[src/rtl/ffe_pkg.sv]
// Shared number-format constants, PAM2 slicer levels and adaptation state encoding
// for the FFE adaptation path.
package ffe_pkg;

    localparam int FRAC_BITS    = 7;
    localparam int PAM2_POS     = 128;
    localparam int PAM2_NEG     = -128;
    localparam int MU_TRAIN_DEF = 6;
    localparam int MU_TRACK_DEF = 9;

    typedef enum logic [1:0] {
        ST_INIT  = 2'd0,
        ST_TRAIN = 2'd1,
        ST_TRACK = 2'd2,
        ST_HOLD  = 2'd3
    } lms_state_t;

    function automatic logic is_adapting(input lms_state_t s);
        return (s == ST_TRAIN) || (s == ST_TRACK);
    endfunction

endpackage

[src/rtl/lms_tap_update.sv]
// One LMS coefficient: step computation, saturating accumulator and truncated output.
// LMS_SIGN_SIGN_EN selects the multiplier-free sign-sign step instead of the full product.
module lms_tap_update
    import ffe_pkg::*;
#(
    parameter int IN_BW    = 11,
    parameter int OUT_BW   = 9,
    parameter int COEF_BW  = 9,
    parameter int ACC_EXT  = 8,
    parameter int MU_TRAIN = MU_TRAIN_DEF,
    parameter int MU_TRACK = MU_TRACK_DEF,
    parameter bit INIT_ONE = 1'b0
) (
    input  logic                      i_clk,
    input  logic                      i_rst,
    input  logic                      i_restart,
    input  logic                      i_upd,
    input  logic                      i_train,
    input  logic signed [OUT_BW:0]    i_err,
    input  logic signed [IN_BW-1:0]   i_x,
    output logic        [COEF_BW-1:0] o_coef
);

    localparam int ACC_BW  = COEF_BW + ACC_EXT;
    localparam int PROD_BW = OUT_BW + 1 + IN_BW;
    localparam int D_BW    = PROD_BW + 1;
    localparam int SUM_BW  = ((D_BW > ACC_BW) ? D_BW : ACC_BW) + 1;

    localparam logic signed [ACC_BW-1:0]  ACC_INIT = INIT_ONE ? ACC_BW'(PAM2_POS << ACC_EXT) : '0;
    localparam logic signed [ACC_BW-1:0]  ACC_MAX  = {1'b0, {(ACC_BW-1){1'b1}}};
    localparam logic signed [ACC_BW-1:0]  ACC_MIN  = {1'b1, {(ACC_BW-1){1'b0}}};
    localparam logic signed [SUM_BW-1:0]  SUM_MAX  = SUM_BW'(ACC_MAX);
    localparam logic signed [SUM_BW-1:0]  SUM_MIN  = SUM_BW'(ACC_MIN);
    localparam logic        [COEF_BW-1:0] COEF_INIT = ACC_INIT[ACC_BW-1:ACC_EXT];

    logic signed [ACC_BW-1:0]  acc_q, acc_nxt;
    logic        [COEF_BW-1:0] coef_q;
    logic signed [D_BW-1:0]    d;
    logic signed [SUM_BW-1:0]  acc_ext, d_ext, sum;

`ifdef LMS_SIGN_SIGN_EN
    localparam logic signed [D_BW-1:0] STEP_TRAIN = D_BW'(1 << (ACC_EXT + FRAC_BITS - MU_TRAIN));
    localparam logic signed [D_BW-1:0] STEP_TRACK = D_BW'(1 << (ACC_EXT + FRAC_BITS - MU_TRACK));

    logic signed [D_BW-1:0] step;

    always_comb begin
        step = i_train ? STEP_TRAIN : STEP_TRACK;
        d    = '0;
        if (i_err != '0 && i_x != '0) begin
            d = (i_err[OUT_BW] ^ i_x[IN_BW-1]) ? -step : step;
        end
    end
`else
    logic signed [PROD_BW-1:0] prod;
    logic signed [D_BW-1:0]    prod2;

    // Doubling aligns the S(.,14) product to the accumulator's 7+ACC_EXT fraction.
    assign prod  = PROD_BW'(i_err) * PROD_BW'(i_x);
    assign prod2 = {prod, 1'b0};
    assign d     = i_train ? (prod2 >>> MU_TRAIN) : (prod2 >>> MU_TRACK);
`endif

    assign acc_ext = SUM_BW'(acc_q);
    assign d_ext   = SUM_BW'(d);
    assign sum     = acc_ext + d_ext;

    always_comb begin
        acc_nxt = sum[ACC_BW-1:0];
        if (sum > SUM_MAX) begin
            acc_nxt = ACC_MAX;
        end else if (sum < SUM_MIN) begin
            acc_nxt = ACC_MIN;
        end
    end

    always_ff @(posedge i_clk or posedge i_rst) begin
        if (i_rst) begin
            acc_q  <= ACC_INIT;
            coef_q <= COEF_INIT;
        end else if (i_restart) begin
            acc_q  <= ACC_INIT;
            coef_q <= COEF_INIT;
        end else begin
            if (i_upd) begin
                acc_q <= acc_nxt;
            end
            coef_q <= acc_q[ACC_BW-1:ACC_EXT];
        end
    end

    assign o_coef = coef_q;

endmodule

[src/rtl/ffe_lms_adapt.sv]
// LMS adaptation downstream of the FFE: delay line, PAM2 slicer, TRAIN/TRACK FSM and per-tap updates.
// Define LMS_SIGN_SIGN_EN for the sign-sign update in place of the full-product LMS.
module ffe_lms_adapt
    import ffe_pkg::*;
#(
    parameter int IN_BW      = 11,
    parameter int OUT_BW     = 9,
    parameter int COEF_BW    = 9,
    parameter int N_COEF     = 7,
    parameter int ACC_EXT    = 8,
    parameter int MU_TRAIN   = MU_TRAIN_DEF,
    parameter int MU_TRACK   = MU_TRACK_DEF,
    parameter int TRAIN_LEN  = 1024,
    parameter int CENTER_TAP = 3
) (
    input  logic                       i_clk,
    input  logic                       i_rst,
    input  logic                       i_en,
    input  logic [IN_BW-1:0]           i_data,
    input  logic [OUT_BW-1:0]          i_ffe_out,
    input  logic                       i_adapt_en,
    input  logic                       i_restart,
    output logic [COEF_BW*N_COEF-1:0]  o_coefs,
    output logic [OUT_BW:0]            o_error,
    output logic [1:0]                 o_state,
    output logic                       o_trained
);

    localparam int CNT_BW = $clog2(TRAIN_LEN + 1);
    localparam logic signed [OUT_BW:0] SYM_POS = (OUT_BW+1)'(PAM2_POS);
    localparam logic signed [OUT_BW:0] SYM_NEG = (OUT_BW+1)'(PAM2_NEG);

    lms_state_t state_q, state_d;

    logic [CNT_BW-1:0]        train_cnt_q;
    logic                     trained_q;
    logic signed [IN_BW-1:0]  dly_q  [1:N_COEF-1];
    logic signed [IN_BW-1:0]  taps   [N_COEF];
    logic signed [IN_BW-1:0]  snap_q [N_COEF];
    logic                     v1_q;
    logic                     train_mode_q;
    logic signed [OUT_BW:0]   err_q, err_d, ffe_ext, sym;
    logic                     capture, cnt_done;

    always_comb begin
        taps[0] = $signed(i_data);
        for (int unsigned k = 1; k < N_COEF; k++) begin
            taps[k] = dly_q[k];
        end
    end

    always_ff @(posedge i_clk or posedge i_rst) begin
        if (i_rst) begin
            for (int unsigned k = 1; k < N_COEF; k++) begin
                dly_q[k] <= '0;
            end
        end else if (i_en) begin
            dly_q[1] <= $signed(i_data);
            for (int unsigned k = 2; k < N_COEF; k++) begin
                dly_q[k] <= dly_q[k-1];
            end
        end
    end

    assign ffe_ext = (OUT_BW+1)'($signed(i_ffe_out));
    assign sym     = i_ffe_out[OUT_BW-1] ? SYM_NEG : SYM_POS;
    assign err_d   = sym - ffe_ext;

    assign capture  = i_en && i_adapt_en && !i_restart && is_adapting(state_q);
    assign cnt_done = v1_q && !trained_q && (train_cnt_q == CNT_BW'(TRAIN_LEN - 1));

    always_comb begin
        state_d = state_q;
        case (state_q)
            ST_INIT:  state_d = i_adapt_en ? ST_TRAIN : ST_HOLD;
            ST_TRAIN: begin
                if (!i_adapt_en) begin
                    state_d = ST_HOLD;
                end else if (cnt_done) begin
                    state_d = ST_TRACK;
                end
            end
            ST_TRACK: begin
                if (!i_adapt_en) begin
                    state_d = ST_HOLD;
                end
            end
            ST_HOLD: begin
                // An update still in flight may be the one that completes training.
                if (i_adapt_en) begin
                    state_d = (trained_q || cnt_done) ? ST_TRACK : ST_TRAIN;
                end
            end
            default:  state_d = ST_INIT;
        endcase
        if (i_restart) begin
            state_d = ST_INIT;
        end
    end

    always_ff @(posedge i_clk or posedge i_rst) begin
        if (i_rst) begin
            state_q <= ST_INIT;
        end else begin
            state_q <= state_d;
        end
    end

    always_ff @(posedge i_clk or posedge i_rst) begin
        if (i_rst) begin
            train_cnt_q <= '0;
            trained_q   <= 1'b0;
        end else if (i_restart) begin
            train_cnt_q <= '0;
            trained_q   <= 1'b0;
        end else if (v1_q && !trained_q) begin
            train_cnt_q <= train_cnt_q + 1'b1;
            if (cnt_done) begin
                trained_q <= 1'b1;
            end
        end
    end

    always_ff @(posedge i_clk or posedge i_rst) begin
        if (i_rst) begin
            v1_q         <= 1'b0;
            train_mode_q <= 1'b0;
            err_q        <= '0;
            for (int unsigned k = 0; k < N_COEF; k++) begin
                snap_q[k] <= '0;
            end
        end else begin
            v1_q <= capture;
            if (capture) begin
                err_q        <= err_d;
                train_mode_q <= (state_q == ST_TRAIN);
                snap_q       <= taps;
            end
        end
    end

    for (genvar k = 0; k < N_COEF; k++) begin : g_tap
        lms_tap_update #(
            .IN_BW    (IN_BW),
            .OUT_BW   (OUT_BW),
            .COEF_BW  (COEF_BW),
            .ACC_EXT  (ACC_EXT),
            .MU_TRAIN (MU_TRAIN),
            .MU_TRACK (MU_TRACK),
            .INIT_ONE (k == CENTER_TAP)
        ) u_tap (
            .i_clk     (i_clk),
            .i_rst     (i_rst),
            .i_restart (i_restart),
            .i_upd     (v1_q),
            .i_train   (train_mode_q),
            .i_err     (err_q),
            .i_x       (snap_q[k]),
            .o_coef    (o_coefs[COEF_BW*k +: COEF_BW])
        );
    end

    assign o_error   = err_q;
    assign o_state   = state_q;
    assign o_trained = trained_q;

endmodule

[config.mk]
export PLATFORM = sky130hd
export DESIGN_NAME = ffe_lms_adapt
export DESIGN_NICKNAME = d
export VERILOG_FILES = /design/src/rtl/ffe_pkg.sv /design/src/rtl/lms_tap_update.sv /design/src/rtl/ffe_lms_adapt.sv
export SDC_FILE = /design/constraint.sdc
export NUM_CORES = 2
export LEC_CHECK = 0
export CORE_MARGIN = 3
export CORE_UTILIZATION = 30
export CTS_BUF_LIST = sky130_fd_sc_hd__clkbuf_8
export CTS_CLUSTER_SIZE = 8
export DETAILED_ROUTE_END_ITERATION = 7
export HOLD_SLACK_MARGIN = 0.02
export PLACE_DENSITY_LB_ADDON = 0.08
export SYNTH_ARGS = -nofsm -noshare
export SYNTH_HDL_FRONTEND = slang
export SYNTH_SLANG_ARGS = --single-unit
[constraint.sdc]
create_clock -name i_clk -period 36.6 [get_ports i_clk]
set_clock_uncertainty 0.15 [all_clocks]
set_input_delay 7.32 -clock i_clk [delete_from_list [all_inputs] [get_ports i_clk]]
set_output_delay 7.32 -clock i_clk [all_outputs]
set_load 0.005 [all_outputs]
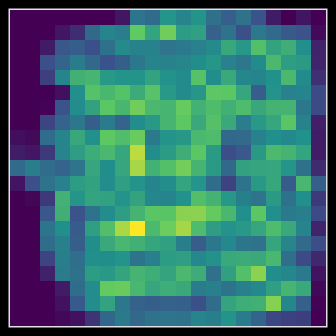
**Above:** wire density map.
21 x 21 tiles, from dark purple (low) to yellow (high), scaled to the fullest tile. Values are wire area over tile area, all layers added.
fullest tile: 0.30
nearly empty tiles: 11%
mean over tiles: 0.12

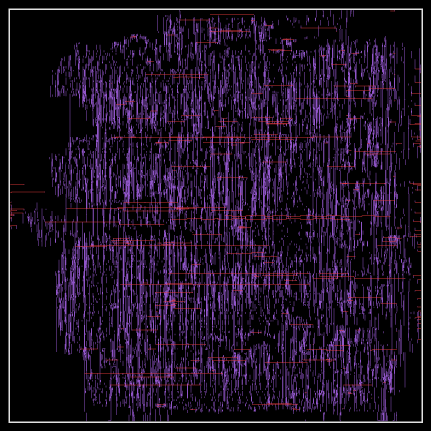
**Above:** routed metal, one colour a layer.
Drawn at 1 px/um. Only two layers are drawn.
legend:
  M2:
    colour: purple
    wire_length: 59.8 mm
  M3:
    colour: red
    wire_length: 4910 um

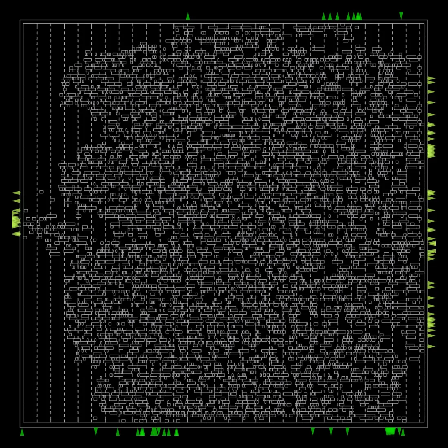
**Above:** placed standard cells.
Non-Filler Instances: 7665
number of flip-flops and latches: 351
Seq area share: 16.29%
Placeable Area: 163000 sq um
final core occ: 33.23%

==> run notes <==
• **result of the run** finished, final reports clean
• **transition time at the pin with the least slew margin** 1.239 ns
• **class of the most critical hold timing path** flip-flop to flip-flop
• **instance count after placement with tap cells included** 7523
• **number of placed I/O pins** 101
• **final clock period utilization by the worst path** 28.46%
• **clock slew at the register clock pins of the worst setup and hold paths** 0.06 ns
• **chip area estimate from yosys synthesis** 49320 sq um
• **via count** 35650
• **CTS buffer count** 78
• **count of routing violations after the opening detailed-route iteration** 1604
• **Post-Syn Area per Cell** 9.037 sq um
• **full die area** 169300 sq um
• **worst hold slack across all endpoints** 0.3198 ns
• **clock tree sinks** 351
• **Main synth FF type** sky130_fd_sc_hd__dfrtp_1
• **GR Util All Layers** 16.76%
• **Top cell excl fill/tap** sky130_fd_sc_hd__inv_1
• **max-cap violations** 0
• **maximum number of pins on one net before global-route repair** 95
• **global-route wire length before repair** 222.3 mm
• **Crit path required time** 37.04 ns
• **area of the multi-input gates** 35810 sq um
• **Final Slew Violations** 0
• **iteration tally of the first detailed-router pass** 5
• **average wire per cell in the routed design** 17.92 um
• **depth of the CTS H-tree** 3
• **type of the worst setup path** flip-flop to flip-flop
• **Yosys Warn Count** 0
• **fraction of final layout cells with drive strength greater than 1** 5.776%
• **Max Fanout on Critical Path** 55
• **CTS tree** built
• **floorplan die width** 411.5 um
• **data arrival time of the critical path** 10.86 ns
• **DRC** 0
• **Antenna Violating Nets Remaining** 0
• **slowest cell delay on critical path** 0.78 ns
• **register bit count reported by yosys** 351
• **most common logic cells in the final layout** sky130_fd_sc_hd__inv_1 (1032), sky130_fd_sc_hd__nand2_1 (811), sky130_fd_sc_hd__fa_1 (693), sky130_fd_sc_hd__ha_1 (475), sky130_fd_sc_hd__dfrtp_1 (337)
• **placement-stage cell area** 52410 sq um
• **Final GP Congestion** 0.7944
• **Netlist cell types** 92
• **via count normalized by instance count** 4.652
• **growth of design area from synthesis to finish** 9.782%
• **cells after synthesis** 5458
• **Chip Height** 411.5 um
• **cell family with most CP delay** AND-OR/OR-AND gates
• **Resize count post-CTS** 0
• **flip-flops with a built-in enable** 0
• **worst setup slack after layout** 26.18 ns
• **worst path bufs/invs** 6
• **standard-cell rows** 148
• **total wirelength of the detailed-routed design** 137.3 mm
• **final setup vio count** 0
• **area of all sequential standard cells** 8818 sq um
• **number of cell instances after yosys synthesis** 5458
• **IO Port Bufs** 99
• **Clock Latency Late Sink** 0.75 ns
• **mapped cell area** 49320 sq um
• **cell at the root of the clock tree** sky130_fd_sc_hd__clkbuf_8
• **filler cell count in the final layout** 17310
• **buffer depth of the longest clock path** 3
• **DP Worst Slack** 26.20 ns
• **HPWL after detailed placement** 104.8 mm
• **part of the Yosys area used for sequential elements** 17.81%
• **number of antenna violations at the first check in global routing** 4
• **minimum period implied by the final worst setup slack** 10.42 ns
• **Final TNS setup** 0 ns
• **crit path launch type** flip-flop
• **Nets at Floorplan** 6651
• **total grt overflow** 0
• **number of global-route vias before repair** 38110
• **unrepaired setup endpoints after global routing** no
• **proportion of register bits with asynchronous set or reset after synthesis** 100.0%
• **type of element capturing the critical path** flip-flop
• **number of buffers inserted to repair setup after CTS** 0
• **total number of warnings across the stage logs** 45
• **final number of hold-violating endpoints** 0
• **hold buffer count at CTS** 0
• **maximum clock frequency** 0.09601 GHz
• **final instance area** 54150 sq um
• **Relative slew margins** 16.92%
• **Final nets** 6621
• **CP max-delay cell** sky130_fd_sc_hd__xnor2_1
• **floorplan core density** 30.27%
worst paths after layout:
kind	slack [ns]	end	depth (start not counted)	start
worst max-delay path	26.18	g_tap[3].u_tap.acc_q[3]	29	o_error[1]
worst min-delay path	0.32	snap_q[4]	2	dly_q[4]
worst max register to register	26.18	g_tap[3].u_tap.acc_q[3]	29	o_error[1]
worst min register to register	0.32	snap_q[4]	2	dly_q[4]
max in group asynchronous	27.13	snap_q[30]	4	i_rst
min in group asynchronous	6.93	g_tap[1].u_tap.o_coef[2]	2	i_rst
cell families after synthesis:
| kind of cell | after synthesis | synth area share (%) |
|---|---|---|
| flip-flops | 351 | 17.81 |
| multiplexers | 119 | 2.636 |
| buffers and inverters | 1258 | 9.612 |
| AND/OR/NAND/NOR | 1601 | 15.23 |
| AND-OR/OR-AND | 688 | 9.617 |
| adder cells (fa/ha/maj) | 1174 | 40.30 |
| XOR/XNOR | 267 | 4.799 |
layout make-up:
class	instances	area share [%]
Sequential cell	351	16.29
Tap cell	2175	5.026
Antenna cell	2	0.009243
Multi-Input combinational cell	3849	66.14
Inverter	1015	7.052
Clock buffer	97	2.466
Timing Repair Buffer	133	2.292
Clock inverter	43	0.7325
cells in the mapped netlist (all sizes together) (38+ instances only):
master     n  share of area [%]
a221o     46               0.93
fa       693                 28
a21o      67                1.0
dfrtp    349                 18
nor2b     81                1.0
clkbuf   221                1.7
nand2b    38               0.48
xnor2    184                3.3
nor2     186                1.4
nand2    811                6.2
o21ai    149                1.5
nand3     51               0.52
inv     1015                7.7
and2     302                3.8
ha       475                 12
a21oi    168                1.7
mux2      87                2.0
xor2      82                1.5
routing by layer:
metal | vias to the layer above | routed length, um | global-route usage [%] | share of wire, %
li1 | 17110 | - | - | -
met4 | 0 | 1929 | 3.226 | 1.4
met2 | 451 | 59830 | 25.98 | 44
met3 | 114 | 4914 | 2.103 | 3.6
met1 | 17980 | 70650 | 25.00 | 51
met5 | - | 0 | 0 | 0
worst min-delay path: cells and delay by family, from the launching register on:
kind / cells / cell delay [ns]
flops: 1 / 0.34
simple gates: 2 / 0.10
state kept, by name, indices dropped and copies added (netlist names):
register	cells
g_tap.u_tap.acc_q	119
snap_q	77
dly_q	66
g_tap.u_tap.o_coef	63
train_cnt_q	11
o_error	10
o_state	2
o_trained	1
train_mode_q	1
v1_q	1
